Fig. 1: floorplan with the power grid
Pins as bars on the die edge. Tap cells in gray.
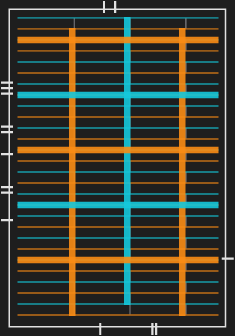
Fig. 2: cell classes on the final placement
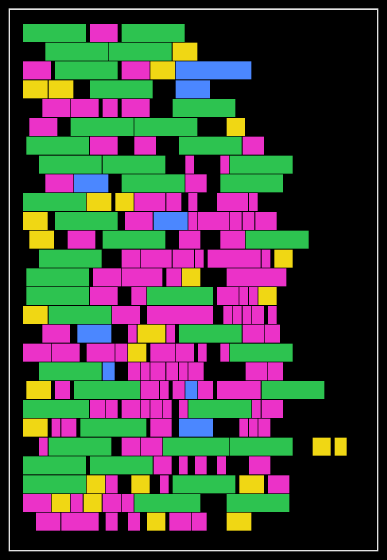
Fig. 3: clock distribution
The bar under the picture is 20 um long.
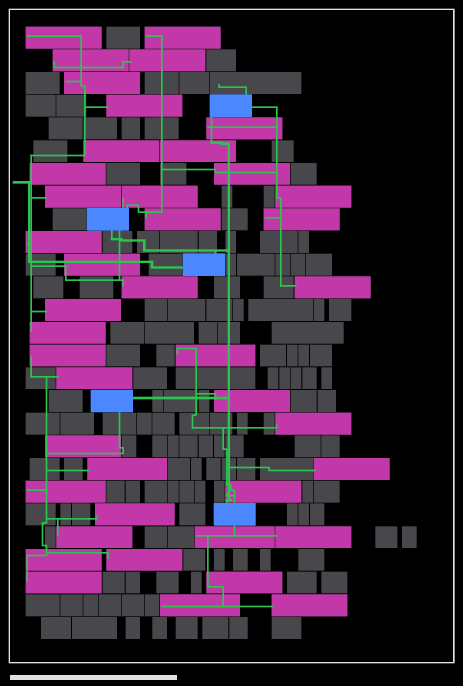
Fig. 4: routed metal, one color a layer
The bar under the picture is 20 um long.
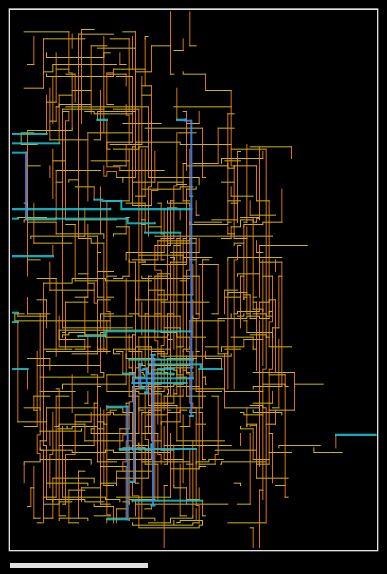
<file path="src/rtl/uart_pkg.sv">
// Shared types and constants for the UART receive path.
// Optional parity support is selected with UART_RX_PARITY_EN.
package uart_pkg;

   typedef enum logic [2:0] {
      IDLE,
      START,
      DATA,
      PARITY,
      STOP
   } state_t;

   localparam int DATA_BITS = 8;

   function automatic int tick_div(
      input int clk_freq,
      input int baud,
      input int os
   );
      return clk_freq / (baud * os);
   endfunction

endpackage

</file>
<file path="src/rtl/uart_baud_tick.sv">
// Oversample tick divider: free-running counter with a synchronous clear
// so the tick phase can be realigned to an incoming edge.
module uart_baud_tick #(
   parameter int DIV = 651
) (
   input  logic clk,
   input  logic rst_n,
   input  logic i_clr,
   output logic o_tick
);

   localparam int W = (DIV > 2) ? $clog2(DIV) : 1;
   localparam logic [W-1:0] LAST = W'(DIV - 1);

   logic [W-1:0] r_cnt;

   always_ff @(posedge clk or negedge rst_n) begin
      if (!rst_n) begin
         r_cnt <= '0;
      end else if (i_clr || r_cnt == LAST) begin
         r_cnt <= '0;
      end else begin
         r_cnt <= r_cnt + 1'b1;
      end
   end

   assign o_tick = (r_cnt == LAST);

endmodule

</file>
<file path="src/rtl/uart_rx_byte.sv">
// 8N1 oversampling UART receiver; define UART_RX_PARITY_EN for an
// extra even-parity bit between the data bits and the stop bit.
module uart_rx_byte
   import uart_pkg::*;
#(
   parameter int CLK_FREQ   = 100_000_000,
   parameter int BAUD       = 9600,
   parameter int OVERSAMPLE = 16
) (
   input  logic       clk,
   input  logic       rst_n,
   input  logic       rx,
   output logic [7:0] data_out,
   output logic       data_ready,
   output logic       frame_err,
   output logic       parity_err,
   output logic       busy
);

   localparam int TICK_DIV = tick_div(CLK_FREQ, BAUD, OVERSAMPLE);
   localparam int SW = $clog2(OVERSAMPLE);
   localparam logic [SW-1:0] HALF_M1 = SW'(OVERSAMPLE / 2 - 1);
   localparam logic [SW-1:0] LAST_S  = SW'(OVERSAMPLE - 1);
   localparam logic [2:0]    LAST_B  = 3'(DATA_BITS - 1);

   state_t               r_state;
   logic                 r_rx_meta;
   logic                 r_rx_s;
   logic                 r_rx_d;
   logic [SW-1:0]        r_samp;
   logic [2:0]           r_bit_cnt;
   logic [DATA_BITS-1:0] r_shift;
   logic [7:0]           r_data_out;
   logic                 r_data_ready;
   logic                 r_frame_err;
   logic                 r_busy;

   logic w_fall;
   logic w_clr;
   logic w_tick;
   logic w_par_ok;
   logic w_last;

   // Two-flop synchroniser plus one delay stage for edge detection
   always_ff @(posedge clk or negedge rst_n) begin
      if (!rst_n) begin
         r_rx_meta <= 1'b1;
         r_rx_s    <= 1'b1;
         r_rx_d    <= 1'b1;
      end else begin
         r_rx_meta <= rx;
         r_rx_s    <= r_rx_meta;
         r_rx_d    <= r_rx_s;
      end
   end

   assign w_fall = r_rx_d & ~r_rx_s;
   assign w_clr  = (r_state == IDLE) & w_fall;
   assign w_last = w_tick & (r_samp == LAST_S);

   uart_baud_tick #(
      .DIV (TICK_DIV)
   ) u_tick (
      .clk    (clk),
      .rst_n  (rst_n),
      .i_clr  (w_clr),
      .o_tick (w_tick)
   );

`ifdef UART_RX_PARITY_EN
   logic r_par_bit;
   logic r_parity_err;

   assign w_par_ok   = ~(^{r_shift, r_par_bit});
   assign parity_err = r_parity_err;
`else
   assign w_par_ok   = 1'b1;
   assign parity_err = 1'b0;
`endif

   always_ff @(posedge clk or negedge rst_n) begin
      if (!rst_n) begin
         r_state      <= IDLE;
         r_samp       <= '0;
         r_bit_cnt    <= '0;
         r_shift      <= '0;
         r_data_out   <= 8'h00;
         r_data_ready <= 1'b0;
         r_frame_err  <= 1'b0;
         r_busy       <= 1'b0;
`ifdef UART_RX_PARITY_EN
         r_par_bit    <= 1'b0;
         r_parity_err <= 1'b0;
`endif
      end else begin
         r_data_ready <= 1'b0;
         r_frame_err  <= 1'b0;
`ifdef UART_RX_PARITY_EN
         r_parity_err <= 1'b0;
`endif
         case (r_state)
            IDLE: begin
               if (w_fall) begin
                  r_state <= START;
                  r_samp  <= '0;
                  r_busy  <= 1'b1;
               end
            end
            START: begin
               if (w_tick) begin
                  if (r_samp == HALF_M1) begin
                     r_samp <= '0;
                     if (!r_rx_s) begin
                        r_state   <= DATA;
                        r_bit_cnt <= '0;
                     end else begin
                        r_state <= IDLE;
                        r_busy  <= 1'b0;
                     end
                  end else begin
                     r_samp <= r_samp + 1'b1;
                  end
               end
            end
            DATA: begin
               if (w_last) begin
                  r_samp    <= '0;
                  r_shift   <= {r_rx_s, r_shift[DATA_BITS-1:1]};
                  r_bit_cnt <= r_bit_cnt + 1'b1;
                  if (r_bit_cnt == LAST_B) begin
`ifdef UART_RX_PARITY_EN
                     r_state <= PARITY;
`else
                     r_state <= STOP;
`endif
                  end
               end else if (w_tick) begin
                  r_samp <= r_samp + 1'b1;
               end
            end
`ifdef UART_RX_PARITY_EN
            PARITY: begin
               if (w_last) begin
                  r_samp    <= '0;
                  r_par_bit <= r_rx_s;
                  r_state   <= STOP;
               end else if (w_tick) begin
                  r_samp <= r_samp + 1'b1;
               end
            end
`endif
            STOP: begin
               if (w_last) begin
                  r_samp  <= '0;
                  r_state <= IDLE;
                  r_busy  <= 1'b0;
                  if (r_rx_s && w_par_ok) begin
                     r_data_out   <= r_shift;
                     r_data_ready <= 1'b1;
                  end
                  r_frame_err <= ~r_rx_s;
`ifdef UART_RX_PARITY_EN
                  r_parity_err <= ~w_par_ok;
`endif
               end else if (w_tick) begin
                  r_samp <= r_samp + 1'b1;
               end
            end
            default: begin
               r_state <= IDLE;
               r_busy  <= 1'b0;
            end
         endcase
      end
   end

   assign data_out   = r_data_out;
   assign data_ready = r_data_ready;
   assign frame_err  = r_frame_err;
   assign busy       = r_busy;

endmodule

</file>
<file path="config.mk">
export PLATFORM = sky130hd
export DESIGN_NAME = uart_rx_byte
export DESIGN_NICKNAME = d
export VERILOG_FILES = /design/src/rtl/uart_pkg.sv /design/src/rtl/uart_baud_tick.sv /design/src/rtl/uart_rx_byte.sv
export SDC_FILE = /design/constraint.sdc
export NUM_CORES = 1
export LEC_CHECK = 0
export CAP_MARGIN = 20
export CORE_ASPECT_RATIO = 1.5
export CORE_MARGIN = 1.5
export CORE_UTILIZATION = 51
export DETAILED_ROUTE_END_ITERATION = 7
export PLACE_DENSITY = 0.86
export SYNTH_ARGS = -nofsm -noshare
export SYNTH_HDL_FRONTEND = slang
export SYNTH_SLANG_ARGS = --single-unit
</file>
<file path="constraint.sdc">
create_clock -name clk -period 1.9 [get_ports clk]
set_input_delay 0.285 -clock clk [delete_from_list [all_inputs] [get_ports clk]]
set_output_delay 0.285 -clock clk [all_outputs]
set_load 0.01 [all_outputs]
</file>
==> ci_impl_report.md <==
## Synthesis and layout report

| Metric | Value |
|---|---|
| Yosys cell count | 159 |
| Worst-path cell with the longest stage delay | sky130_fd_sc_hd__dfrtp_2 |
| CTS root buffer | sky130_fd_sc_hd__clkbuf_8 |
| Commonest cells in the netlist | 39 x sky130_fd_sc_hd__dfrtp_1, 18 x sky130_fd_sc_hd__mux2_2, 16 x sky130_fd_sc_hd__nor2_1 |
| Length of the first detailed-routing pass in iterations | 4 |
| Maximum operating frequency | 0.526 GHz |
| Die Footprint | 4150 um^2 |
| Average vias per placed instance | 5.66 |
| Buffer and inverter count on the worst path | 1 |
| Wire length of the first global-routing pass | 6.07 mm |
| Proportion of layout cells with a drive suffix above 1 | 0.305 |
| Number of stages on the worst setup path | 5 |
| Fraction of post-synthesis cell area in the top cell type by area | 0.509 |
| Stage-log warning count | 28 |
| Clock tree from TritonCTS | done |
| Clock net sink count | 42 |
| Violations in the final reports | negative setup slack |
| Power per unit of standard cell area | 1060 nW/um^2 |
| Area of all sequential standard cells | 1060 um^2 |
| Detailed Place HPWL | 2.63 mm |
| Largest area contributor in the netlist | sky130_fd_sc_hd__dfrtp_1 |
| Synth Seq Share | 0.550 |
| Period minus WS final | 1.90 ns |
| Final global-route overflow total | 0 |
| Area taken by multi-input logic gates | 857 um^2 |
| Cell family with the largest share of critical-path delay | AND-OR/OR-AND gates |
| Cell Rows | 27 |
| Leakage | 1.09 nW |
| CTS Buffer Depth | 2 |
| Transition time at the pin with the least slew margin | 0.514 ns |
| TritonCTS Buffers | 5 |
| Arrival time at the worst endpoint | 2.09 ns |
| Vias in the first global route | 1354 |
| Port Buf Inserts | 13 |
| Main area contributors | sky130_fd_sc_hd__dfrtp_1 51%, sky130_fd_sc_hd__mux2_2 11%, sky130_fd_sc_hd__dfstp_2 4.1% |
| Cell-internal power | 1.68 mW |
| Number of nets in the finished design | 197 |
| Tightest Hold Check Type | in2async |
| Net switching component of the power | 781 uW |
| Critical Path Fanout Max | 7 |
| List of cells traversed by the critical path | buf_4 -> o21ai_0 -> o21ai_1 -> o21ai_4 -> mux2_2 |
| Placed cell area | 2110 um^2 |
| Required arrival time at the worst endpoint | 2.09 ns |
| Most numerous cell in the Yosys netlist | sky130_fd_sc_hd__dfrtp_1 |
| Share of total power in sequential cells | 0.463 |
| Total of flip-flops plus latches after synthesis | 42 |
| Slew headroom | 0.657 |
| Count of synthesis-stage warnings from yosys | 0 |
| RSZ-0062 raised after global routing | true |
| Fraction of power consumed by combinational cells | 0.256 |
| Starting DRT DRC Count | 62 |
| Proportion of total power due to net switching | 0.317 |
| Fraction of synthesis flops using an asynchronous set or reset pin | 1.00 |
| # Max-Cap Violations | 0 |
| Total count of max-transition violations in the final report | 0 |
| Initial antenna violation count | 0 |
| Setup slack after placement | 0.0327 ns |
| Antenna diode count | 0 |
| Worst Setup End Kind | flop |
| Post-route setup slack | -0.000582 ns |
| Number of hold violations in the final report | 0 |
| CP max stage delay | 0.47 ns |
| Area of the mapped netlist | 1920 um^2 |
| DRC Markers | 0 |
| Count of antenna-violating nets left after detailed routing | 0 |
| Final setup violation count | 1 |
| Prevailing post-synth register cell | sky130_fd_sc_hd__dfrtp_1 |
| Floorplan core density | 0.526 |
| Floorplan net count | 167 |
| CTS Hold Buffers Added | 0 |
| Critical path class | reg2reg |
| Reg2Reg Depth | 5 |
| Number of enable-type register cells in the synthesized netlist | 0 |
| Top-level I/O count | 15 |
| H-tree level count | 2 |
| Final-layout fill cell count | 274 |
| Period Utilization, post-route | 1.00 |
| Routability congestion estimate | 0.854 |
| Cell variety after synth | 38 |
| Worst-path clk slew | 0.08 ns |
| Status | finished with violations |
| Area growth syn-to-layout | 21.1% |
| Synthesized netlist cell count | 159 |
| Mean Syn Cell Area | 12.1 um^2 |
| Crit start category | flop |
| Area of the synthesized netlist per yosys stat | 1920 um^2 |
| Pin count of the biggest net entering global routing | 43 |
## Picture notes: Fig. 1
VSS -> orange
VDD -> cyan
signal pins = 15
tap cells = 43
die span in y: 78.1 um
die boundary width: 53.1 um
maximum ir drop on the vdd rail: 0.723 mV
core area: 3650 um^2

## Picture notes: Fig. 2
sequential cells -> green  # cells 42
remaining buffers and delay cells -> yellow  # cells 26
combinational and other logic -> magenta  # cells 114
clock drivers and dummy loads -> blue  # cells 8
Final Util: 0.637
post-route design area: 2320 um^2

## Picture notes: Fig. 3
clock wires -> green  # length 462 um
flip-flops -> magenta  # count 42
clock drivers -> blue  # count 5
routed clock nets = 6
later-pin clock latency in the skew report: 0.30 ns
part of the total power dissipated in the clock network: 0.281
worst clock skew on the final layout: 0.00231 ns
clk pwr: 692 uW

## Picture notes: Fig. 4
metal 4 -> blue  # wire length 114 um
metal 2 -> orange  # wire length 2200 um
metal 1 -> yellow  # wire length 1460 um
metal 3 -> cyan  # wire length 177 um
final wirelength: 3.95 mm
Overall Global Routing Usage: 0.200
final routed wire length divided by cell count: 17.0 um
total via count after detailed routing: 1319

-- what timing repair did --
item | in CTS | in global routing
setup buffers | 0 | 8
resized | 0 | 12
setup endpoints to repair | 0 | 22
-- final cells by class --
class	count	share of cell area
repair buffers	26	0.0975
inverters	5	0.00808
clock inverters	3	0.0172
well taps	43	0.0232
clock buffers	5	0.0296
multi-input cells	109	0.369
flip-flops and latches	42	0.456
-- state kept, by name (all words and copies together), names as in the netlist --
signal	cells
frame_err	1
u_tick.r_cnt	10
r_bit_cnt	3
r_rx_s	1
r_shift	8
r_rx_d	1
busy	1
data_ready	1
r_state	3
r_samp	4
r_rx_meta	1
data_out	8
-- metal layers --
| layer | part of all wire | vias up | global-route usage |
|---|---|---|---|
| met2 | 0.56 | 47 | 0.356 |
| li1 | - | 603 | - |
| met3 | 0.045 | 16 | 0.0475 |
| met4 | 0.029 | 0 | 0.0923 |
| met1 | 0.37 | 653 | 0.214 |
| met5 | 0 | - | 0 |
-- power groups by stage --
stage                     Combinational [mW]  Sequential (mW)  Clock [mW]
after detailed placement               0.535             1.15           0
after global routing                   0.696             1.16       0.727
final                                  0.630             1.14       0.692
after CTS                              0.543             1.14       0.699
after floorplan                        0.392             1.11           0
after global placement                 0.491             1.14           0
-- worst paths after layout --
kind                                        end        from  slack (ns)
worst min register to register           r_rx_s   r_rx_meta        0.36
worst max register to register        r_samp[1]  r_state[0]     -0.0006
worst max-delay path                  r_samp[1]  r_state[0]     -0.0006
worst min-delay path            u_tick.r_cnt[7]       rst_n        0.05
max in group asynchronous            r_state[2]       rst_n        1.48
min in group clk                         r_rx_s   r_rx_meta        0.36
-- per-stage QoR --
step / power (mW) / setup TNS, ns / instances / hold WS (ns)
floorplan: 1.50 / 0 / 159 / -0.0106
global placement: 1.63 / 0 / 216 / 0.347
detailed placement: 1.69 / 0 / 216 / 0.347
CTS: 2.38 / 0 / 224 / 0.0565
global route: 2.58 / -0.651 / 233 / 0.0940
finish: 2.46 / -0.000582 / 233 / 0.0468
-- logic make-up after synthesis --
| kind of cell | synth area share |
|---|---|
| DFF | 0.550 |
| other | 0.00196 |
| xor gates and xnor gates | 0.0457 |
| buffers and inverters | 0.0228 |
| muxes | 0.116 |
| adders and majority gates | 0.0326 |
| and+or+nand+nor | 0.157 |
| AOI/OAI and AO/OA | 0.0737 |
-- cell usage in the layout (no fill, tap or decap), types with 5 or more instances in the layout --
cell	synthesis	layout
sky130_fd_sc_hd__dfrtp_1	39	36
sky130_fd_sc_hd__mux2_2	18	18
sky130_fd_sc_hd__nor2_1	16	16
sky130_fd_sc_hd__clkdlybuf4s50_1	0	12
sky130_fd_sc_hd__buf_4	2	12
sky130_fd_sc_hd__nand2_1	9	9
sky130_fd_sc_hd__nand3_1	6	6
sky130_fd_sc_hd__xnor2_1	6	6
sky130_fd_sc_hd__inv_1	5	5
sky130_fd_sc_hd__clkbuf_8	0	5
Power is estimated from default activity; no workload was simulated.
